--- src/rtl/emg_seq_pkg.sv ---
// Shared definitions for the EMG channel sequencer: FSM encoding, the legacy
// dwell value, and the channel-select width helper.
package emg_seq_pkg;

    typedef enum logic [0:0] {
        ST_IDLE = 1'b0,
        ST_SCAN = 1'b1
    } seq_state_t;

    // Dwell of the original fixed sequencer (14 cycles per channel).
    localparam int LEGACY_DWELL = 13;

    // Channel-select width: max(1, clog2(n)).
    function automatic int ch_width(input int n);
        return ($clog2(n) > 1) ? $clog2(n) : 1;
    endfunction

endpackage

--- src/rtl/emg_next_ch.sv ---
// Combinational channel finder. Returns the next set mask bit above the
// current index, a wrap flag when none exists, and the lowest set bit.
module emg_next_ch
    import emg_seq_pkg::*;
#(
    parameter int NUM_CH = 16,
    parameter int CH_W   = ch_width(NUM_CH)
) (
    input  logic [NUM_CH-1:0] mask,
    input  logic [CH_W-1:0]   cur,
    output logic [CH_W-1:0]   next_ch,
    output logic              wrap,
    output logic [CH_W-1:0]   lowest_ch,
    output logic              any
);

    logic found;

    // Scan from the top down so the last hit is the lowest qualifying index.
    always_comb begin
        // NOTE: every output gets a default before the loop, otherwise a path
        // with no assignment would infer a latch.
        next_ch   = '0;
        lowest_ch = '0;
        any       = 1'b0;
        found     = 1'b0;
        for (int i = NUM_CH - 1; i >= 0; i--) begin
            if (mask[i]) begin
                lowest_ch = CH_W'(i);
                any       = 1'b1;
                if (i > int'(cur)) begin
                    next_ch = CH_W'(i);
                    found   = 1'b1;
                end
            end
        end
        wrap = !found;
    end

endmodule

--- src/rtl/emg_channel_sequencer.sv ---
// Channel-select sequencer for the EMG front-end: steps through the set bits
// of a channel mask with a programmable dwell, in continuous or single-shot
// mode, and emits a toggling start, a start strobe and a pass-done strobe.
module emg_channel_sequencer
    import emg_seq_pkg::*;
#(
    parameter int NUM_CH  = 16,
    parameter int CH_W    = ch_width(NUM_CH),
    parameter int DWELL_W = 8
) (
    input  logic               CLK,
    input  logic               Reset_n,
    input  logic               en,
    input  logic               single_shot,
    input  logic [DWELL_W-1:0] dwell_cfg,
    input  logic [NUM_CH-1:0]  ch_mask,
    output logic [CH_W-1:0]    CH_Sel,
    output logic               start,
    output logic               start_pulse,
    output logic               scan_done,
    output logic               busy
);

    seq_state_t         state, state_d;
    logic [DWELL_W-1:0] counter, counter_d;
    logic [DWELL_W-1:0] dwell_q, dwell_d;
    logic [NUM_CH-1:0]  mask_q, mask_d;
    logic               single_q, single_d;
    logic [CH_W-1:0]    ch_d;
    logic               start_d, pulse_d, done_d, busy_d;

    logic [CH_W-1:0]    step_ch;
    logic               step_wrap;
    logic [CH_W-1:0]    load_ch;
    logic               load_any;
    logic [CH_W-1:0]    unused_step_lowest;
    logic               unused_step_any;
    logic [CH_W-1:0]    unused_load_next;
    logic               unused_load_wrap;

    logic expiry;
    assign expiry = (counter == dwell_q);

    // Stepping works on the latched mask so mid-pass edits cannot disturb it.
    emg_next_ch #(.NUM_CH(NUM_CH), .CH_W(CH_W)) u_step (
        .mask      (mask_q),
        .cur       (CH_Sel),
        .next_ch   (step_ch),
        .wrap      (step_wrap),
        .lowest_ch (unused_step_lowest),
        .any       (unused_step_any)
    );

    // The live mask decides where a new pass (start or wrap) begins.
    emg_next_ch #(.NUM_CH(NUM_CH), .CH_W(CH_W)) u_load (
        .mask      (ch_mask),
        .cur       ({CH_W{1'b0}}),
        .next_ch   (unused_load_next),
        .wrap      (unused_load_wrap),
        .lowest_ch (load_ch),
        .any       (load_any)
    );

    // State, counter, latched configuration and all outputs are registered.
    always_ff @(posedge CLK or negedge Reset_n) begin
        if (!Reset_n) begin
            state       <= ST_IDLE;
            counter     <= '0;
            dwell_q     <= '0;
            mask_q      <= '0;
            single_q    <= 1'b0;
            CH_Sel      <= '0;
            start       <= 1'b0;
            start_pulse <= 1'b0;
            scan_done   <= 1'b0;
            busy        <= 1'b0;
        end else begin
            // NOTE: non-blocking assignments so every register samples the
            // pre-edge values, independent of statement order.
            state       <= state_d;
            counter     <= counter_d;
            dwell_q     <= dwell_d;
            mask_q      <= mask_d;
            single_q    <= single_d;
            CH_Sel      <= ch_d;
            start       <= start_d;
            start_pulse <= pulse_d;
            scan_done   <= done_d;
            busy        <= busy_d;
        end
    end

    // Next-state and next-output logic; holds everything unless an event fires.
    always_comb begin
        state_d   = state;
        counter_d = counter;
        dwell_d   = dwell_q;
        mask_d    = mask_q;
        single_d  = single_q;
        ch_d      = CH_Sel;
        start_d   = start;
        pulse_d   = 1'b0;
        done_d    = 1'b0;
        busy_d    = busy;

        unique case (state)
            ST_IDLE: begin
                busy_d = 1'b0;
                if (en && load_any) begin
                    state_d   = ST_SCAN;
                    mask_d    = ch_mask;
                    dwell_d   = dwell_cfg;
                    single_d  = single_shot;
                    ch_d      = load_ch;
                    counter_d = '0;
                    start_d   = ~start;
                    pulse_d   = 1'b1;
                    busy_d    = 1'b1;
                end
            end
            ST_SCAN: begin
                if (!en) begin
                    state_d   = ST_IDLE;
                    busy_d    = 1'b0;
                    ch_d      = '0;
                    counter_d = '0;
                end else if (!expiry) begin
                    counter_d = counter + DWELL_W'(1);
                end else begin
                    counter_d = '0;
                    if (!step_wrap) begin
                        ch_d    = step_ch;
                        start_d = ~start;
                        pulse_d = 1'b1;
                    end else begin
                        done_d = 1'b1;
                        // An empty mask at the wrap point ends the scan like single-shot.
                        if (single_q || !load_any) begin
                            state_d = ST_IDLE;
                            busy_d  = 1'b0;
                        end else begin
                            mask_d  = ch_mask;
                            dwell_d = dwell_cfg;
                            ch_d    = load_ch;
                            start_d = ~start;
                            pulse_d = 1'b1;
                        end
                    end
                end
            end
            default: state_d = ST_IDLE;
        endcase
    end

endmodule

--- config.mk ---
export PLATFORM = sky130hd
export DESIGN_NAME = emg_channel_sequencer
export DESIGN_NICKNAME = d
export VERILOG_FILES = /design/src/rtl/emg_seq_pkg.sv /design/src/rtl/emg_next_ch.sv /design/src/rtl/emg_channel_sequencer.sv
export SDC_FILE = /design/constraint.sdc
export NUM_CORES = 1
export LEC_CHECK = 0
export CAP_MARGIN = 20
export CORE_MARGIN = 2
export CORE_UTILIZATION = 53
export DETAILED_ROUTE_END_ITERATION = 8
export PLACE_DENSITY = 0.77
export SLEW_MARGIN = 20
export SYNTH_ARGS = -nofsm -noshare
export SYNTH_HDL_FRONTEND = slang
export SYNTH_HIERARCHICAL = 1
export SYNTH_SLANG_ARGS = --single-unit
--- constraint.sdc ---
create_clock -name CLK -period 2.4 [get_ports CLK]
set_input_delay 0.48 -clock CLK [delete_from_list [all_inputs] [get_ports CLK]]
set_output_delay 0.48 -clock CLK [all_outputs]
set_load 0.1 [all_outputs]
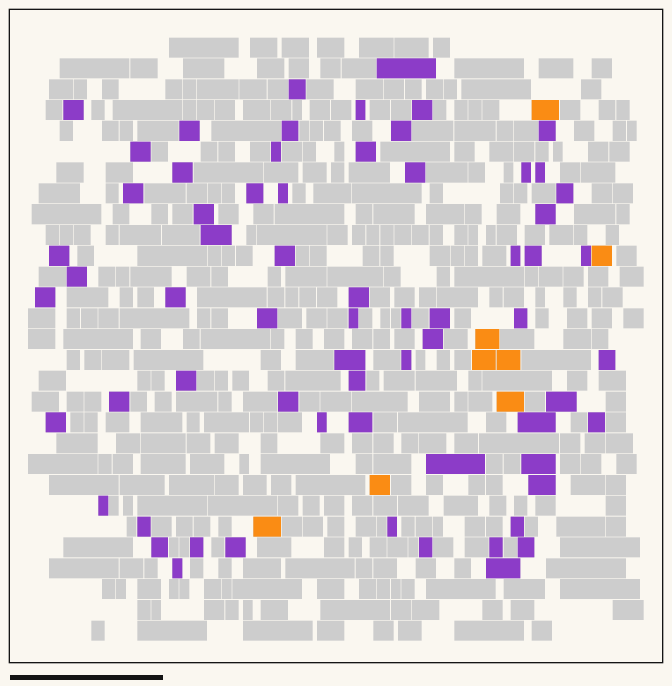
Figure 1: run 1, selected gate families.
Scale bar: 20 um.
Purple is NOR gates, cells 66, most used nor3b_1, where widely spread. Orange is AND-OR and OR-AND gates, cells 8, most used a22o_1.

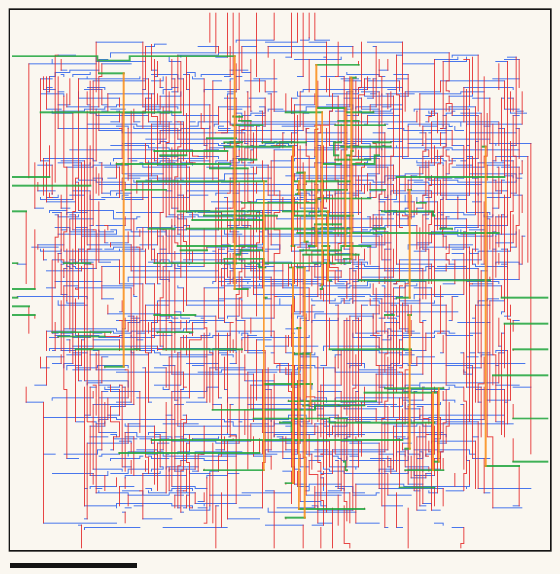
Figure 2: run 1, wiring by layer.
Scale bar: 20 um.
Blue is metal 1, wire length 4570 um. Red is metal 2, wire length 5570 um. Orange is metal 4, wire length 496 um. Green is metal 3, wire length 880 um.

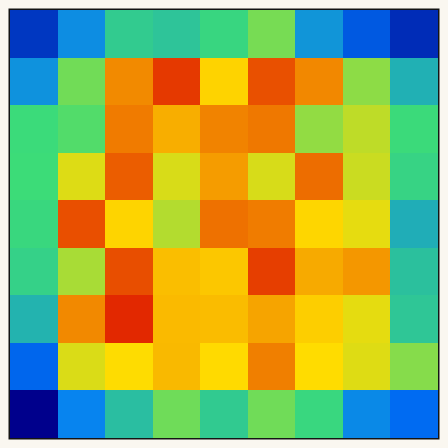
Figure 3: run 1, cell area per tile.
The die is cut into 9 by 9 equal tiles; dark blue is low, red is high, 0 to 100% covered.
1.2% of the tiles are nearly empty. 40% of the tiles are over 75% full. The fullest tile reaches 95%. The mean over all tiles is 62%.
area of the core: 0.006350 mm^2
FP Core Util: 54.96%
Util after Layout: 72.79%

==> results.txt, run 1 <==
State of the implementation.

- In this run the worst path has a maximum fanout of 6.
- The overflow left after global routing is 0, for reference.
- Overall routing resource usage recorded by global route was between 30% and 40%.
- The internal portion of total power is ~1500 uW, for reference.
- The critical path's slowest stage uses the library cell sky130_fd_sc_hd__dfrtp_4.
- The layer with the highest usage is met2, for reference.
- The post-synth net total is between 400 and 500, for reference.
- The post-route antenna net violation count is 0, for reference.
- The number of clock sinks seen by CTS is 41, for reference.
- The via count of the first global-routing pass is ~3700, for reference.
- The count of buffers not belonging to the clock network in the layout is a little over 100, for reference.
- In this run, the number of DRC markers left after iteration 0 of detailed routing was between 400 and 500.
- The clock passes through at most 2 buffers.
- After detailed routing, the average wire length per cell comes to around 20 um.
- TritonCTS built the clock tree.
- Buffers inserted during clock tree synthesis total 5.
- The routed wirelength on the met1 layer is recorded as about 4600 um.
- After filler insertion, the fill cell instance count of the layout stands at 487.
- The largest registers in the layout are mask_q x15, counter x8, dwell_q x8.
- Looking at the power breakdown, sequential logic takes between 30% and 40% of the total.
- The met3 track demand over resource in global routing is 3.794%, for reference.
- The fraction of area in multi-input gates is about 54%, for reference.
- Entering global routing, the biggest net connects 36 pins.
- The checks that failed: negative setup slack.
- The count of buffers added on input and output ports is 35.
- In the final report, the number of endpoints failing setup comes to 2.
- 340 cells are multi-input combinational gates.
- The count of final hold-check violations is 0, for reference.
- For this run, the detailed router reports a per-instance via density of 6.795.
- The sequential cell area in the final layout is about 0.0010 mm^2, for reference.
- Among all stages on the critical path, the maximum delay recorded is about 0.48 ns.
- Once routing completed, OpenROAD measured the worst setup slack at -0.01328 ns.
- Across the run, the number of max-cap violations was 0.
- The sequential cell area share is between 20% and 30%, for reference.
- For met2 alone, demand over resource in global routing was 50.92%.
- The register with the most flip-flops is mask_q, for reference.
- The classification of the worst-slack hold path is in -> async, for reference.
- The net switching power figure is 1018 uW, for reference.
- Warnings raised by the tools during the run amount to 28.
- The wire length of the first global-routing pass is between 15000 and 20000 um, for reference.
- After floorplanning, the core was divided into 29 placement rows.
- The destination of the critical timing path is CH_Sel[1], for reference.
- The die is between 80 and 90 um wide.
- The final layout contains a sequential cell count of between 40 and 50.
- The run finished, with violations left.
- Walking the critical path from launch to capture passes 11 cell instances.
- The finished design was reported to have a net count of between 500 and 600.
- In this run the cell area of the synthesized design comes to 0.003490 mm^2.
- After layout, the design draws a total of ~2500 uW.
- In the final layout, the share of cells above drive strength 1 is between 30 and 40%.
- The total vias in the final route is slightly below 4000, for reference.
- Listed in order, past its start point the critical path passes buf_6, nand3_4, a22oi_2, nand3b_1, nand3b_1, nor2_4, buf_6, and3b_1, a22o_1, o221ai_2, nor3_2.
- The cell group occupying the most layout area is logic gates, for reference.
- The detailed router reports a met3 wire length of around 900 um.
- Setup repair after global routing could not meet its margin everywhere.
- The transition time recorded at the tightest slew-check pin is between 0.7 and 0.8 ns.
- The slew check shows that the tightest pin keeps a relative margin of between 50% and 60%.
- The H-tree level count is 2, for reference.
- OpenSTA lists the critical path startpoint as CH_Sel[1].
- The kind of start point of the critical path is a register, for reference.
- The residual DRC count is 0, for reference.
- The flow reports that combinational logic draws 44.4% of the design power.
- The achievable frequency is about 410 MHz, for reference.
- By instance count after routing, the leading logic cell type is sky130_fd_sc_hd__buf_4.
- Measured on the final layout, the clock distribution area share stands at 1.814%.
- The number of inserted diodes is 0, for reference.
- In the layout the commonest cells are sky130_fd_sc_hd__buf_4 (70), sky130_fd_sc_hd__dfrtp_1 (37), sky130_fd_sc_hd__o21ai_0 (36).
- The number of cells traversed by the worst register-to-register path is 11, for reference.
- The routed design could run at a clock period as short as around 2.4 ns.
- The count of pins over their slew limit is 0, for reference.
- The sum of met2 wire segment lengths after detailed routing is ~5600 um, for reference.
- The final layout report lists a non-clock inverter count of 8.
- According to the timing report, the data required time at the worst endpoint equals roughly 2.6 ns.
- The detailed-routing iteration count for the pre-antenna-repair pass is 5, for reference.
## run 1: power groups by stage
stage               clock network [uW]  logic (uW)  registers, uW
floorplan                            0         595           1040
detailed placement                   0        1020            960
CTS                                468        1070            936
finish                             458        1120            943
global placement                     0         987            949
global route                       493        1200            951
## run 1: worst reg2reg max path, cell delays in order, from the launching register on
cell and delay, ns:
sky130_fd_sc_hd__dfrtp_4 0.48, sky130_fd_sc_hd__buf_6 0.15, sky130_fd_sc_hd__nand3_4 0.07, sky130_fd_sc_hd__a22oi_2 0.23
sky130_fd_sc_hd__nand3b_1 0.12, sky130_fd_sc_hd__nand3b_1 0.24, sky130_fd_sc_hd__nor2_4 0.18, sky130_fd_sc_hd__buf_6 0.13
sky130_fd_sc_hd__and3b_1 0.20, sky130_fd_sc_hd__a22o_1 0.23, sky130_fd_sc_hd__o221ai_2 0.21, sky130_fd_sc_hd__nor3_2 0.07
## run 1: timing repair
action                     4_1_cts  5_1_grt
pin swaps                        4       10
resized                          6       33
hold endpoints to repair         0        0
hold buffers                     0        0
gates cloned                     0        1
setup endpoints to repair       29       30
buffers inserted                 5        1
## run 1: through the flow
stage | instances | setup TNS [ns] | setup WS (ns) | cell area (um^2) | hold WS (ns)
6_report | 576 | -0.02343 | -0.01328 | 4622 | 0.05191
3_3_place_gp | 561 | -10.93 | -0.3750 | 4327 | 0.3637
4_1_cts | 574 | 0 | 0.01390 | 4476 | 0.06058
2_1_floorplan | 425 | -0.1528 | -0.08364 | 3690 | 0.1844
3_5_place_dp | 561 | -12.58 | -0.4251 | 4327 | 0.3877
5_1_grt | 576 | -0.7564 | -0.1189 | 4622 | 0.06966
--- run 2 (diff from run 1) ---
--- a/config.mk
+++ b/config.mk
@@ -9,7 +9,7 @@
 export CORE_MARGIN = 2
 export CORE_UTILIZATION = 53
 export DETAILED_ROUTE_END_ITERATION = 8
-export PLACE_DENSITY = 0.77
+export PLACE_DENSITY_LB_ADDON = 0.12
 export SLEW_MARGIN = 20
 export SYNTH_ARGS = -nofsm -noshare
 export SYNTH_HDL_FRONTEND = slang
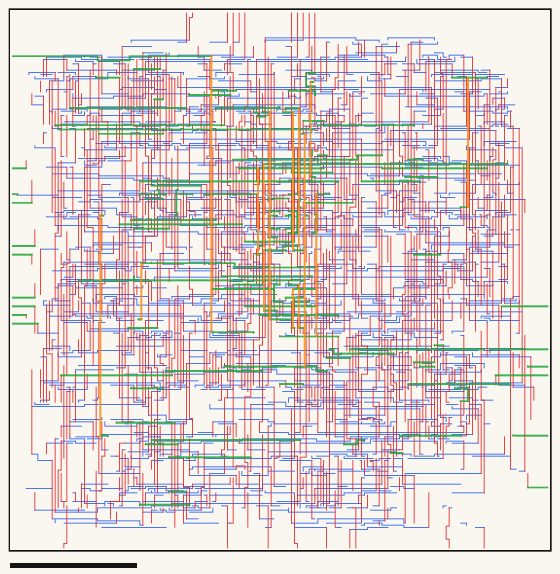
Figure 4: run 2, wiring by layer.
Scale bar: 20 um.
Orange is metal 4, wire length 307 um. Green is metal 3, wire length 897 um. Blue is metal 1, wire length 5040 um. Red is metal 2, wire length 5690 um.
via total after detailed routing: 3996
detailed-route wire length: 11930 um
average wire per standard cell: 20.06 um
total global-route track usage: 29.97%

==> results.txt, run 2 <==
State of the implementation.

- The number of inserted diodes is 0 (unchanged), for reference.
- The overflow left after global routing is 0 (unchanged), for reference.
- The destination of the critical timing path is CH_Sel[3], for reference.
- The sequential group share of total power is 34.1% (-3.3 points), for reference.
- The maximum fanout encountered on the critical timing path came to 6 (unchanged).
- The total number of warnings across the stage logs is 29 (+3.6%), for reference.
- The area of the mapped netlist is 0.003490 mm^2 (unchanged), for reference.
- The detailed router's first-iteration violation count is 428 (+3.1%), for reference.
- The first element of the critical path is CH_Sel[1], for reference.
- The critical path's largest stage delay came to 0.48 ns (about the same).
- The fraction of power consumed by combinational cells is 44.1% (-0.3 points), for reference.
- The depth of the critical timing path with buffers and inverters included is 12 (+1), for reference.
- The remaining max-slew budget at the tightest pin is 64.93% (+14 points), for reference.
- The post-route total power came to 2739 uW (+8.7%).
- The endpoint required time on the critical path came to 2.57 ns (-0.02 ns).
- The fraction of layout instances using a drive strength above 1 came to 33.78% (+3.5 points).
- The most frequently placed logic cell in the final layout is sky130_fd_sc_hd__buf_4, for reference.
- The count of final hold-check violations came to 0 (unchanged).
- The number of port buffers is 35 (unchanged), for reference.
- The count of fill cells added during filler insertion was 425 (-13%).
- The number of clock sinks seen by CTS is 41 (unchanged), for reference.
- The run finished, with violations left.
- The power consumed by combinational cells came to 1210 uW (+8%).
- The hold buffer count at CTS is 0 (unchanged).
- The post-synth net total is 454 (unchanged), for reference.
- The achievable frequency is 407.3 MHz (-1.7%).
- Setup repair after global routing could not meet its margin everywhere.
- The via count normalized by instance count is 6.716 (-1.2%), for reference.
- The residual DRC count came to 0 (unchanged).
- The wire length of the first global-routing pass came to 17510 um (-1.7%).
- The initial standard-cell utilization of the core is 54.96% (unchanged), for reference.
- The count of pins over their slew limit is 0 (unchanged).
- The via count of the first global-routing pass came to 3604 (-1.8%).
- The number of nets at the end of the flow came to 546 (+3.6%).
- The clock tree buffer depth is 2 (unchanged), for reference.
- The worst hold margin is 0.1072 ns (+0.05529 ns), for reference.
- The register with the most flip-flops is mask_q, for reference.
- The power attributed to sequential cells is 934 uW (-1%).
- The standard-cell row count came to 29 (unchanged).
- The utilization of the core after routing is 78.01% (+5.2 points), for reference.
- STA classifies the critical path startpoint as a register.
- The sum of met2 wire segment lengths after detailed routing is 5689 um (+2.1%), for reference.
- The number of buffers added by the clock tree synthesis step is 5 (unchanged).
- The setup slack after layout is -0.05514 ns (-0.04185 ns), for reference.
- The worst setup slack after placement is -0.4382 ns (-0.01306 ns), for reference.
- The slowest stage of the critical path belongs to the cell sky130_fd_sc_hd__dfrtp_4.
- The final reports fail on negative setup slack.
- The detailed-routing iteration count for the pre-antenna-repair pass is 5 (unchanged).
- The TritonCTS clock tree is done, for reference.
- The number of max-capacitance violations reported is 0 (unchanged), for reference.
- The power of the clock network is 598 uW (+31%), for reference.
- The area inside the core boundary came to 0.006350 mm^2 (unchanged).
- The die extent in x is 85.14 um (unchanged), for reference.
- The final tally of setup violations was 7 (+5).
==> run 2: layer usage <==
layer / track usage (%) / vias up
met5: 0 / -
met2: 48.65 / 215
met4: 7.937 / 0
met1: 42.57 / 1937
li1: - / 1811
met3: 3.599 / 33
==> run 2: timing repair <==
action / in CTS / in global routing
resized: 11 / 37
endpoints found under the setup margin: 29 / 30
buffers inserted: 3 / 9
pin swaps: 3 / 20
gates cloned: 0 / 5
==> run 2: through the flow <==
step / TNS [ns] / cells
2_1_floorplan: -0.1528 / 425
3_3_place_gp: -11.35 / 571
3_5_place_dp: -11.44 / 571
4_1_cts: -0.001802 / 582
5_1_grt: -3.033 / 595
6_report: -0.2450 / 595
==> run 2: cell type report <==
cell class,count,area (um^2),share of cell area (%)
clock inverter,1,30.03,0.6062
multi-input combinational,340,2557,51.63
tap,77,96.34,1.945
clock buffer,7,86.33,1.743
sequential,41,1041,21.02
timing repair buffer,121,1112,22.46
inverter,8,30.03,0.6062
==> run 2: worst reg2reg max path: stages (launching register included) <==
cell	delay [ns]
sky130_fd_sc_hd__dfrtp_4	0.48
sky130_fd_sc_hd__buf_4	0.16
sky130_fd_sc_hd__or3b_4	0.41
sky130_fd_sc_hd__a21oi_4	0.21
sky130_fd_sc_hd__nor2_4	0.06
sky130_fd_sc_hd__o31ai_4	0.08
sky130_fd_sc_hd__nor2_4	0.07
sky130_fd_sc_hd__buf_6	0.13
sky130_fd_sc_hd__inv_2	0.07
sky130_fd_sc_hd__o21ai_0	0.09
sky130_fd_sc_hd__buf_4	0.16
sky130_fd_sc_hd__nor4_1	0.33
sky130_fd_sc_hd__a211oi_2	0.08
Power figures rest on the tool's default switching activity, not on a simulated workload.
